==> run_1/layers.png <==
Bar = 10 um.
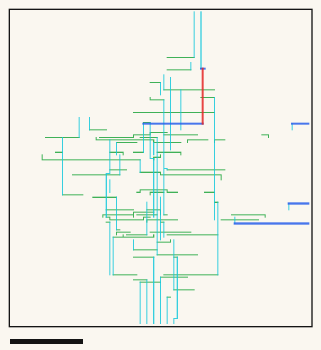
==> run_1/gates.png <==
Bar = 10 um.
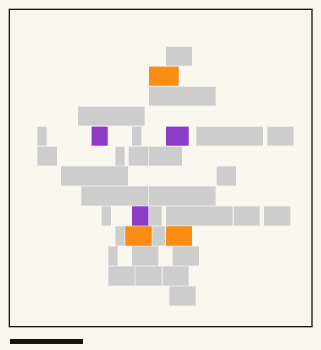
==> run_1/port_trees.png <==
Bar = 10 um.
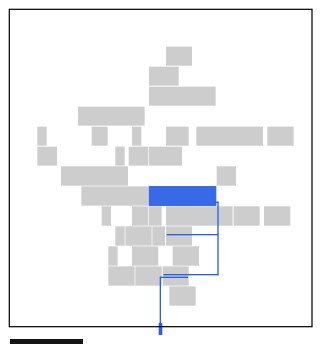
--- config.mk ---
export PLATFORM = sky130hd
export DESIGN_NAME = wifi_tx_ptos_punct
export DESIGN_NICKNAME = d
export VERILOG_FILES = /design/src/rtl/wifi_tx_pkg.sv /design/src/rtl/wifi_tx_punct_mask.sv /design/src/rtl/wifi_tx_ptos_punct.sv
export SDC_FILE = /design/constraint.sdc
export NUM_CORES = 1
export LEC_CHECK = 0
export ABC_AREA = 0
export CAP_MARGIN = 15
export CORE_AREA = 2 2 39 41
export DETAILED_ROUTE_END_ITERATION = 8
export DIE_AREA = 0 0 41 43
export GPL_TIMING_DRIVEN = 0
export PLACE_DENSITY = 0.42
export SYNTH_ARGS = -nofsm -noshare
export SYNTH_HDL_FRONTEND = slang
export SYNTH_SLANG_ARGS = --single-unit
--- constraint.sdc ---
create_clock -name clk -period 2.35 [get_ports clk]
set_input_delay 0.47 -clock clk [delete_from_list [all_inputs] [get_ports clk]]
set_output_delay 0.47 -clock clk [all_outputs]
set_load 0.02 [all_outputs]
--- src/rtl/wifi_tx_pkg.sv ---
// wifi_tx_pkg
//   Shared definitions for the WiFi TX parallel-to-serial / puncture block:
//   code-rate encodings, per-(rate, phase) keep masks and small helpers.
//   Keep masks are {keep A, keep B}; A is the first encoder output of a pair.
package wifi_tx_pkg;

  typedef enum logic [1:0] {
    RATE_1_2  = 2'b00,
    RATE_2_3  = 2'b01,
    RATE_3_4  = 2'b10,
    RATE_RSVD = 2'b11
  } rate_e;

  localparam logic [1:0] MASK_1_2_PH0 = 2'b11;
  localparam logic [1:0] MASK_2_3_PH0 = 2'b11;
  localparam logic [1:0] MASK_2_3_PH1 = 2'b10;
  localparam logic [1:0] MASK_3_4_PH0 = 2'b11;
  localparam logic [1:0] MASK_3_4_PH1 = 2'b10;
  localparam logic [1:0] MASK_3_4_PH2 = 2'b01;

  // The reserved code behaves exactly like rate 1/2.
  function automatic rate_e norm_rate(input logic [1:0] r);
    case (r)
      2'b01:   return RATE_2_3;
      2'b10:   return RATE_3_4;
      default: return RATE_1_2;
    endcase
  endfunction

  // Highest phase index of the puncturing period (P-1).
  function automatic logic [1:0] period_last(input rate_e r);
    case (r)
      RATE_2_3: return 2'd1;
      RATE_3_4: return 2'd2;
      default:  return 2'd0;
    endcase
  endfunction

endpackage

--- src/rtl/wifi_tx_punct_mask.sv ---
// wifi_tx_punct_mask
//   Combinational puncture pattern lookup: (rate_q, ph) -> keep mask, K.
//   Only exists when WIFI_TX_PUNCTURE_EN is defined.
//   Ports:
//     rate_q  in   rate in force for the current puncturing period
//     ph      in   phase within the period (0..P-1)
//     keep    out  {keep A, keep B}
//     k       out  number of kept bits (1 or 2)
`ifdef WIFI_TX_PUNCTURE_EN
module wifi_tx_punct_mask
  import wifi_tx_pkg::*;
(
  input  rate_e       rate_q,
  input  logic [1:0]  ph,
  output logic [1:0]  keep,
  output logic [1:0]  k
);

  always_comb begin
    keep = MASK_1_2_PH0;
    case (rate_q)
      RATE_2_3: keep = (ph == 2'd0) ? MASK_2_3_PH0 : MASK_2_3_PH1;
      RATE_3_4: begin
        case (ph)
          2'd0:    keep = MASK_3_4_PH0;
          2'd1:    keep = MASK_3_4_PH1;
          default: keep = MASK_3_4_PH2;
        endcase
      end
      default:  keep = MASK_1_2_PH0;
    endcase
  end

  assign k = {1'b0, keep[1]} + {1'b0, keep[0]};

endmodule
`endif

--- src/rtl/wifi_tx_ptos_punct.sv ---
// wifi_tx_ptos_punct
//   Parallel-to-serial converter between the convolutional encoder and the
//   interleaver. One DATA_W-bit word per ready/valid handshake, one bit out
//   per clock, no bubbles between back-to-back words.
//   Optional puncturing (rates 1/2, 2/3, 3/4) when WIFI_TX_PUNCTURE_EN is
//   defined; that build requires DATA_W == 2.
//   Ports:
//     clk        in   clock, rising edge
//     reset      in   asynchronous, active-low
//     valid_in   in   input word valid
//     ready_in   out  block can accept a word (no bits pending)
//     data_in    in   coded word; DATA_W=2: A=data_in[1], B=data_in[0]
//     last_in    in   final word of the frame
//     rate       in   00=1/2, 01=2/3, 10=3/4, 11=treated as 1/2
//     valid_out  out  data_out valid
//     data_out   out  serial bit (holds its value when idle)
//     last_out   out  final bit of a last_in word
//     busy       out  bits remain to be emitted
module wifi_tx_ptos_punct
  import wifi_tx_pkg::*;
#(
  parameter int DATA_W    = 2,
  parameter bit MSB_FIRST = 1'b1
) (
  input  logic              clk,
  input  logic              reset,
  input  logic              valid_in,
  output logic              ready_in,
  input  logic [DATA_W-1:0] data_in,
  input  logic              last_in,
  input  logic [1:0]        rate,
  output logic              valid_out,
  output logic              data_out,
  output logic              last_out,
  output logic              busy
);

  localparam int REM_W = $clog2(DATA_W + 1);

  logic [REM_W-1:0]  r_rem;
  logic [DATA_W-1:0] r_sreg;
  logic              r_last_word;
  logic              r_valid_out;
  logic              r_data_out;
  logic              r_last_out;

  logic              w_acc;
  logic [DATA_W-1:0] w_ord;
  logic [DATA_W-1:0] w_comp;
  logic [REM_W-1:0]  w_k;

  assign ready_in  = (r_rem == '0);
  assign busy      = (r_rem != '0);
  assign w_acc     = valid_in && ready_in;
  assign valid_out = r_valid_out;
  assign data_out  = r_data_out;
  assign last_out  = r_last_out;

  // Reorder so the first bit to transmit always sits in the MSB.
  always_comb begin
    w_ord = data_in;
    if (!MSB_FIRST) begin
      for (int i = 0; i < DATA_W; i++) w_ord[i] = data_in[DATA_W-1-i];
    end
  end

`ifdef WIFI_TX_PUNCTURE_EN
  if (DATA_W != 2) begin : g_bad_width
    $error("wifi_tx_ptos_punct: puncturing requires DATA_W == 2");
  end

  logic [1:0] r_ph;
  rate_e      r_rate_q;
  rate_e      w_rate_eff;
  logic [1:0] w_keep;
  logic [1:0] w_keep_ord;
  logic [1:0] w_k2;

  // A phase-0 word opens a new period and already uses the incoming rate.
  assign w_rate_eff = (r_ph == 2'd0) ? norm_rate(rate) : r_rate_q;

  wifi_tx_punct_mask u_mask (
    .rate_q (w_rate_eff),
    .ph     (r_ph),
    .keep   (w_keep),
    .k      (w_k2)
  );

  assign w_keep_ord = MSB_FIRST ? w_keep : {w_keep[0], w_keep[1]};
  // Masks are never empty: if the first bit is dropped, the second moves up.
  assign w_comp     = w_keep_ord[1] ? w_ord : (w_ord << 1);
  assign w_k        = REM_W'(w_k2);

  always_ff @(posedge clk or negedge reset) begin
    if (!reset) begin
      r_ph     <= 2'd0;
      r_rate_q <= RATE_1_2;
    end else if (w_acc) begin
      if (r_ph == 2'd0) r_rate_q <= norm_rate(rate);
      if (last_in || (r_ph == period_last(w_rate_eff))) r_ph <= 2'd0;
      else                                               r_ph <= r_ph + 2'd1;
    end
  end
`else
  logic w_unused_rate;
  assign w_unused_rate = ^rate;
  assign w_comp        = w_ord;
  assign w_k           = REM_W'(DATA_W);
`endif

  always_ff @(posedge clk or negedge reset) begin
    if (!reset) begin
      r_rem       <= '0;
      r_sreg      <= '0;
      r_last_word <= 1'b0;
      r_valid_out <= 1'b0;
      r_data_out  <= 1'b0;
      r_last_out  <= 1'b0;
    end else if (w_acc) begin
      r_data_out  <= w_comp[DATA_W-1];
      r_sreg      <= w_comp << 1;
      r_rem       <= w_k - 1'b1;
      r_valid_out <= 1'b1;
      r_last_word <= last_in;
      r_last_out  <= last_in && (w_k == REM_W'(1));
    end else if (r_rem != '0) begin
      r_data_out  <= r_sreg[DATA_W-1];
      r_sreg      <= r_sreg << 1;
      r_rem       <= r_rem - 1'b1;
      r_valid_out <= 1'b1;
      r_last_out  <= r_last_word && (r_rem == REM_W'(1));
    end else begin
      r_valid_out <= 1'b0;
      r_last_out  <= 1'b0;
    end
  end

endmodule

==> flow_summary.rst, run 1 <==
Run summary
-----------

.. list-table::
   :header-rows: 1

   * - Metric
     - Value
   * - Path type of the worst min-delay path
     - primary input to asynchronous set/reset pin
   * - Primary FF master, synth
     - sky130_fd_sc_hd__dfrtp_1
   * - Post-layout instance area
     - 415 um^2
   * - Power density over the cells
     - 700 nW/um^2
   * - CTS buffer count
     - 3
   * - ANT nets after route
     - 0
   * - Fmax achieved
     - ~500 MHz
   * - Data arrival time of the critical path
     - 1500 ps
   * - Starting density of the core
     - 19.4%
   * - Number of cells after detailed placement
     - 47
   * - Most numerous cell in the Yosys netlist
     - sky130_fd_sc_hd__dfrtp_1
   * - Number of fill cells in the layout
     - 149
   * - Buffer depth of the longest clock path
     - 2
   * - Number of buffers inserted to repair setup after CTS
     - 0
   * - Max incr delay on CP
     - 630 ps
   * - Number of hold violations in the final report
     - 0
   * - Number of buffer and inverter stages on the critical path
     - 1
   * - Post-route minimum period
     - 1970 ps
   * - Top cell type's share of synthesized area
     - about two thirds
   * - Pin count of the biggest net entering global routing
     - 8
   * - EDFF count, synth
     - 0
   * - Syn-to-layout area delta
     - 54.4%
   * - Routability-driven placement congestion ratio
     - 0.678
   * - Vias in the first global route
     - approximately 180
   * - Overall track demand over capacity in global routing
     - around 7.6%
   * - Summed standard-cell area reported by yosys
     - approximately 270 um^2
   * - Clock transition time at the flip-flop clock pins of the worst setup and hold paths
     - 50 ps
   * - Outcome
     - complete, no violations
   * - Vias per std cell
     - between 3 and 4
   * - Clk ins delay skew pair
     - 250 ps
   * - DR vias
     - between 150 and 200
   * - TritonCTS clock tree
     - yes
   * - Residual DRC
     - 0
   * - Number of detailed-route iterations in the first pass
     - 2
   * - Critical Path RT
     - 1880 ps
   * - Cell area leaders
     - sky130_fd_sc_hd__dfrtp_1 (65%), sky130_fd_sc_hd__mux2i_1 (7.4%), sky130_fd_sc_hd__nor2_1 (5.6%)
   * - # nets final
     - between 40 and 50
   * - Floorplan net count
     - 29
   * - Leak Pwr
     - 0.188 nW
   * - Cell taking the most area after synthesis
     - sky130_fd_sc_hd__dfrtp_1
   * - Routed wirelength normalized by instance count
     - 9.73 um
   * - Cell family with the largest share of critical-path delay
     - buffers and inverters
   * - Core Rows
     - 14
   * - Cell chain of the critical path
     - nor2_1 > clkdlybuf4s50_1
   * - Post-synthesis cell count
     - 21
   * - Max IR drop VDD
     - roughly 0.00036 V
   * - DRT Wirelength
     - 496 um
   * - Die x size
     - between 40 and 50 um
   * - Setup repair after global routing missed its margin
     - no
   * - Number of pins with negative max-slew slack in the final report
     - 0
   * - Highest net fanout along the worst path
     - 7
   * - Type of the setup path with the least slack
     - flop to primary output
   * - Top-Level Pins
     - 13
   * - Most common library cells after synthesis
     - sky130_fd_sc_hd__dfrtp_1 (7), sky130_fd_sc_hd__nor2_1 (4), sky130_fd_sc_hd__mux2i_1 (2)
   * - Root buffer cell
     - sky130_fd_sc_hd__clkbuf_4
   * - Number of buffers inserted by port buffering
     - 10
   * - Crit start category
     - flop
   * - # resized after CTS
     - 0
   * - Slew headroom
     - approximately 80%
   * - Setup total negative slack
     - 0 ps
   * - Clock Skew
     - 6.45 ps
   * - Number of violations reported at the end of detailed-routing iteration 0
     - 2
   * - Fraction of final layout cells with drive strength greater than 1
     - between 10 and 15%
   * - Detailed placement HPWL
     - 355 um
   * - Number of cells in Yosys stat
     - 21
   * - Initial antenna violation count
     - 0
   * - Post-synth regs
     - 7
   * - Std-Cell Core Area
     - 1380 um^2
   * - Log Warnings
     - 28
   * - H-tree depth
     - 1
   * - Period utilization
     - 83.8%
   * - Mean cell area of the mapped netlist
     - 12.8 um^2
   * - Fraction of the yosys area taken by sequential cells
     - 65.1%
   * - First-pass GRT wire length
     - 779 um
   * - CP Capture Type
     - primary output
   * - Slowest-stage cell, CP
     - sky130_fd_sc_hd__clkdlybuf4s50_1
   * - Least-Margin Pin Slew
     - just over 300 ps
   * - Remaining global-route overflow
     - 0
   * - Count of endpoints failing setup in the final report
     - 0
   * - Async S/R FF share, synth
     - 100%
   * - Number of antenna cells inserted
     - 0
   * - Netlist cell types
     - 11
   * - Max-cap viol count
     - 0
   * - Netlist Area Pre-Place
     - 269 um^2
   * - Count of non-filler cells in the finished layout
     - 51
   * - Final Power
     - 0.000291 W
   * - Hold-fix buffers, CTS
     - 0
   * - DIE HEIGHT
     - 43 um
   * - Cell Area, Placed
     - roughly 390 um^2
   * - Chip footprint
     - 1760 um^2
   * - Internal reg-to-reg setup slack
     - 1260 ps
Notes on layers.png above:
| layer | colour | wire length |
|---|---|---|
| M2 | cyan | 222 um |
| M4 | red | 7.50 um |
| M3 | blue | 23.1 um |
| M1 | green | 244 um |

Notes on gates.png above:
| family | colour | cells |
|---|---|---|
| mux cells | orange | 3 |
| and/or cells | purple | 3 |

Notes on port_trees.png above:
| port | colour | bits | direction | edge | end cells | buffers | wire |
|---|---|---|---|---|---|---|---|
| `data_out` | blue | 1 | output | bottom | 1 | 1 | 34.5 um |

==> run 1: placed cells by master, fill, tap and decap left out <==
cell type and n:
sky130_fd_sc_hd__clkdlybuf4s50_1 10, sky130_fd_sc_hd__mux2_1 1, sky130_fd_sc_hd__dfrtp_1 7, sky130_fd_sc_hd__o21ai_0 1, sky130_fd_sc_hd__and3b_1 1, sky130_fd_sc_hd__o21ai_1 1
sky130_fd_sc_hd__and2_1 1, sky130_fd_sc_hd__clkbuf_1 1, sky130_fd_sc_hd__nor2_1 4, sky130_fd_sc_hd__or3_1 1, sky130_fd_sc_hd__inv_2 1, sky130_fd_sc_hd__nor3b_2 1
sky130_fd_sc_hd__mux2i_1 2, sky130_fd_sc_hd__clkbuf_4 3
==> run 1: metal layers <==
| layer | routed length [um] | GRT usage, % | vias to the layer above | share of wire, % |
|---|---|---|---|---|
| met4 | 7 | 6.00 | 0 | 1.4 |
| met1 | 243 | 8.61 | 86 | 49 |
| li1 | - | - | 97 | - |
| met2 | 222 | 7.81 | 5 | 45 |
| met5 | 0 | 0 | - | 0 |
| met3 | 23 | 7.85 | 2 | 4.6 |
==> run 1: where the power goes <==
part           switching, W  internal [W]
sequential       0.00000574      0.000131
clock             0.0000414     0.0000646
combinational     0.0000214     0.0000269
==> run 1: cell type report <==
type / count / area (um^2) / area share [%]
multi-input cells: 13 / 90.1 / 21.7
flip-flops and latches: 7 / 175 / 42.2
clock buffers: 4 / 26.3 / 6.33
inverters: 1 / 3.75 / 0.904
well taps: 16 / 20.0 / 4.82
repair buffers: 10 / 100 / 24.1
==> run 1: logic make-up after synthesis <==
family / share of synthesized area (%)
simple gates: 18.1
flops: 65.1
mux: 11.6
compound gates: 3.72
buf+inv: 1.39
==> run 1: worst reg2reg max path, cell delays in order, from the launching register on <==
cell	delay, ps
sky130_fd_sc_hd__dfrtp_1	440
sky130_fd_sc_hd__nor3b_2	210
sky130_fd_sc_hd__mux2_1	330
==> run 1: metrics by stage <==
stage	utilization, %	setup WS (ps)	hold WS, ps
6_report	30.0	380	475
4_1_cts	30.0	364	480
2_1_floorplan	-	954	174
3_5_place_dp	28.1	632	480
3_3_place_gp	28.1	632	463
5_1_grt	30.0	286	491
==> run 1: registers in the layout (all words and copies together) (netlist names) <==
register / cells
r_sreg: 1
r_last_word: 1
last_out: 1
data_out: 1
valid_out: 1
r_rem: 2
==> run 1: path summary, 6_finish.rpt <==
check | cells past startpoint | end | startpoint
worst max-delay path | 2 | ready_in | r_rem[0]$_DFFE_PN0P_
worst min-delay path | 1 | valid_out$_DFF_PN0_ | reset
worst max register to register | 2 | r_last_word$_DFFE_PN0N_ | r_rem[0]$_DFFE_PN0P_
worst min register to register | 1 | r_last_word$_DFFE_PN0N_ | r_last_word$_DFFE_PN0N_
max in group asynchronous | 1 | r_rem[1]$_DFFE_PN0P_ | reset
min in group clk | 1 | r_last_word$_DFFE_PN0N_ | r_last_word$_DFFE_PN0N_
==> inputs of run 2 (changes only) <==
Settings changed: PLACE_DENSITY 0.42 to 0.43.
Clock period 2.35 ns to 1.65 ns, I/O delays scaled along.
==> run_2/closeup.png <==
Bar = 5 um. Region (10, 20) to (30, 40) um. Cells in grey, sequential cells in the stronger grey; small squares are vias.
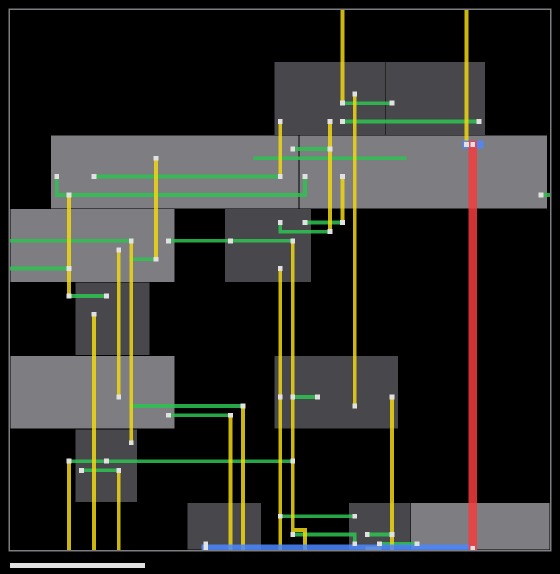
| layer | colour |
|---|---|
| M4 | red |
| M2 | yellow |
| M3 | blue |
| M1 | green |
cells with their middle in the window: 13
sequential cells in the window: 5
most frequent: dfrtp_1 (5), clkbuf_4 (2)

==> run 2 against run 1 <==
  * First-iteration DRC count up 100%
  * Sequential share of layout area unchanged
  * Register-to-register slack worse by 730 ps
  * Flip-flop count unchanged
  * Utilization unchanged
  * Critical endpoint is now busy
  * Largest power group unchanged
  * Highest routed layer unchanged
==> flow_summary.rst, run 2 <==
Run summary
-----------

.. list-table::
   :header-rows: 1

   * - Metric
     - Value
   * - Outcome
     - complete, no violations
   * - Worst R2R Start
     - r_rem[0]$_DFFE_PN0P_
   * - Initial antenna violation count
     - 0
   * - Overall track demand over capacity in global routing
     - between 8 and 9%
   * - Register containing the most flip-flops in the final layout
     - r_rem
   * - CP Capture Type
     - primary output
   * - Number of antenna cells inserted
     - 0
   * - Vias in the first global route
     - 205
   * - Slowest-stage cell, CP
     - sky130_fd_sc_hd__dfrtp_1
   * - Number of hold violations in the final report
     - 0
   * - Clock sink count
     - 7
   * - Number of buffer and inverter stages on the critical path
     - 2
   * - Cell area leaders
     - sky130_fd_sc_hd__dfrtp_1 (65%), sky130_fd_sc_hd__mux2i_1 (7.4%), sky130_fd_sc_hd__nor2_1 (5.6%)
   * - Mean cell area of the mapped netlist
     - between 10 and 15 um^2
   * - EDFF count, synth
     - 0
   * - Post-synth regs
     - 7
   * - Setup repair after global routing missed its margin
     - no
   * - TritonCTS clock tree
     - yes
   * - Log Warnings
     - 28
   * - DR vias
     - 198
   * - Root buffer cell
     - sky130_fd_sc_hd__clkbuf_4
   * - Type of the setup path with the least slack
     - flop to primary output
   * - Slew headroom
     - between 70% and 80%
   * - Most frequently placed logic cell in the final layout
     - sky130_fd_sc_hd__clkdlybuf4s50_1
   * - Netlist Area Pre-Place
     - approximately 270 um^2
   * - Vias per std cell
     - 3.88
   * - Most common library cells after synthesis
     - sky130_fd_sc_hd__dfrtp_1 (7), sky130_fd_sc_hd__nor2_1 (4), sky130_fd_sc_hd__mux2i_1 (2)
   * - Max incr delay on CP
     - 450 ps
   * - Power density over the cells
     - 996 nW/um^2
   * - CTS buffer count
     - 3
   * - Clock transition time at the flip-flop clock pins of the worst setup and hold paths
     - 50 ps
   * - Starting density of the core
     - 19.4%
   * - Residual DRC
     - 0
   * - Number of violations reported at the end of detailed-routing iteration 0
     - 4
   * - Period utilization
     - 93.7%
   * - Cell chain of the critical path
     - nor2_2 > inv_2 > dlygate4sd2_1
   * - H-tree depth
     - 1
   * - Leak Pwr
     - around 0.19 nW
   * - Path type of the worst min-delay path
     - primary input to asynchronous set/reset pin
   * - Chip footprint
     - 1760 um^2
   * - Fraction of the yosys area taken by sequential cells
     - between 60 and 70%
   * - Number of buffers inserted by port buffering
     - 10
   * - Least-Margin Pin Slew
     - 323 ps
   * - Top-Level Pins
     - 13
   * - Primary FF master, synth
     - sky130_fd_sc_hd__dfrtp_1
   * - Setup total negative slack
     - 0 ps
   * - DIE HEIGHT
     - 43 um
   * - Number of pins with negative max-slew slack in the final report
     - 0
   * - Highest net fanout along the worst path
     - 7
   * - Buffer depth of the longest clock path
     - 2
   * - Core Rows
     - 14
   * - Routability-driven placement congestion ratio
     - 0.680
   * - DRT Wirelength
     - 545 um
   * - Clock Skew
     - 0.984 ps
   * - PnR worst setup slack
     - between 100 and 150 ps
   * - Number of detailed-route iterations in the first pass
     - 2
   * - Floorplan net count
     - 29
   * - Max-cap viol count
     - 0
   * - Number of buffers inserted to repair setup after CTS
     - 0
   * - Cell family with the largest share of critical-path delay
     - flip-flops
   * - Syn-to-layout area delta
     - 54.4%
   * - Netlist cell types
     - 11
   * - Top Layout Cells
     - sky130_fd_sc_hd__clkdlybuf4s50_1 (8), sky130_fd_sc_hd__dfrtp_1 (7), sky130_fd_sc_hd__nor2_1 (3), sky130_fd_sc_hd__clkbuf_4 (3)
   * - # nets final
     - 44
   * - Remaining global-route overflow
     - 0
   * - Top cell type's share of synthesized area
     - between 60 and 70%
   * - Pin count of the biggest net entering global routing
     - 8
   * - Most numerous cell in the Yosys netlist
     - sky130_fd_sc_hd__dfrtp_1
   * - Routed wirelength normalized by instance count
     - 10.7 um
   * - Cell taking the most area after synthesis
     - sky130_fd_sc_hd__dfrtp_1
   * - Die x size
     - 41 um
   * - Detailed placement HPWL
     - between 400 and 500 um
   * - Critical Path RT
     - 1320 ps
   * - Max FFs per register
     - 2
   * - First-pass GRT wire length
     - 903 um
   * - Std-Cell Core Area
     - 1380 um^2
   * - ANT nets after route
     - 0
   * - Clk ins delay skew pair
     - 240 ps
   * - YS warnings
     - 0
   * - Max IR drop VDD
     - between 0.0002 and 0.0003 V
   * - Crit start category
     - flop
   * - Summed standard-cell area reported by yosys
     - 269 um^2
   * - Fmax achieved
     - 647 MHz
   * - Post-route minimum period
     - between 1500 and 2000 ps
   * - Count of endpoints failing setup in the final report
     - 0
   * - Async S/R FF share, synth
     - 100%
   * - Worst-case setup slack after placement
     - 41.4 ps
   * - Fraction of final layout cells with drive strength greater than 1
     - between 10% and 20%
   * - Number of cells in Yosys stat
     - 21
   * - Post-synthesis cell count
     - 21
   * - Beginning of the critical path
     - r_rem[0]$_DFFE_PN0P_
   * - Data arrival time of the critical path
     - 1220 ps
[run 2: cell counts after synthesis]
Identical to the previous run, type by type.
[run 2: worst paths after layout]
kind	end	slack, ps	cells after the start
worst max-delay path	busy	100	3
worst min-delay path	data_out$_DFFE_PN0P_	350	1
worst max register to register	r_last_word$_DFFE_PN0N_	530	2
worst min register to register	r_last_word$_DFFE_PN0N_	480	1
max in group asynchronous	r_last_word$_DFFE_PN0N_	1060	1
min in group clk	r_last_word$_DFFE_PN0N_	480	1
[run 2: layer usage]
metal | share of wire (%) | track usage [%] | vias up
li1 | - | - | 99
met1 | 40 | 8.88 | 92
met3 | 5.1 | 4.71 | 2
met2 | 52 | 10.6 | 5
met4 | 2.6 | 10.0 | 0
met5 | 0 | 0 | -
[run 2: timing repair]
action,CTS,global route
resized,2,1
setup endpoints to repair,2,2
gates cloned,0,0
hold buffers,0,0
hold endpoints to repair,0,0
[run 2: kinds of logic (layout without fill, tap and decap cells)]
logic type	count (synthesis)	count (layout)	share of synthesized area (%)
and+or+nand+nor	8	8	18.1
DFF	7	7	65.1
muxes	3	3	11.6
AOI/OAI and AO/OA	2	2	3.72
buffers and inverters	1	15	1.39
[run 2: report_power, final]
part           internal [W]  switching [W]  leakage, nW
sequential         0.000186     0.00000823       0.0876
combinational     0.0000364      0.0000306       0.0886
clock             0.0000921      0.0000605       0.0150
[run 2: cell type report]
cell class / instances / area, um^2
Clock buffer: 4 / 26.3
Fill cell: 146 / 968
Inverter: 1 / 3.75
Multi-Input combinational cell: 13 / 92.6
Sequential cell: 7 / 175
Tap cell: 16 / 20.0
Timing Repair Buffer: 10 / 97.6
[run 2: metrics by stage]
stage          total power, W  hold slack, ps  instance area (um^2)  utilization, %  cells
2_1_floorplan        0.000226            34.4                   269               -     21
3_3_place_gp         0.000266             463                   389            28.1     47
3_5_place_dp         0.000268             475                   389            28.1     47
4_1_cts              0.000423             355                   413            29.8     51
5_1_grt              0.000443             361                   415            30.0     51
6_report             0.000414             345                   415            30.0     51
Power and IR drop assume default switching activity.
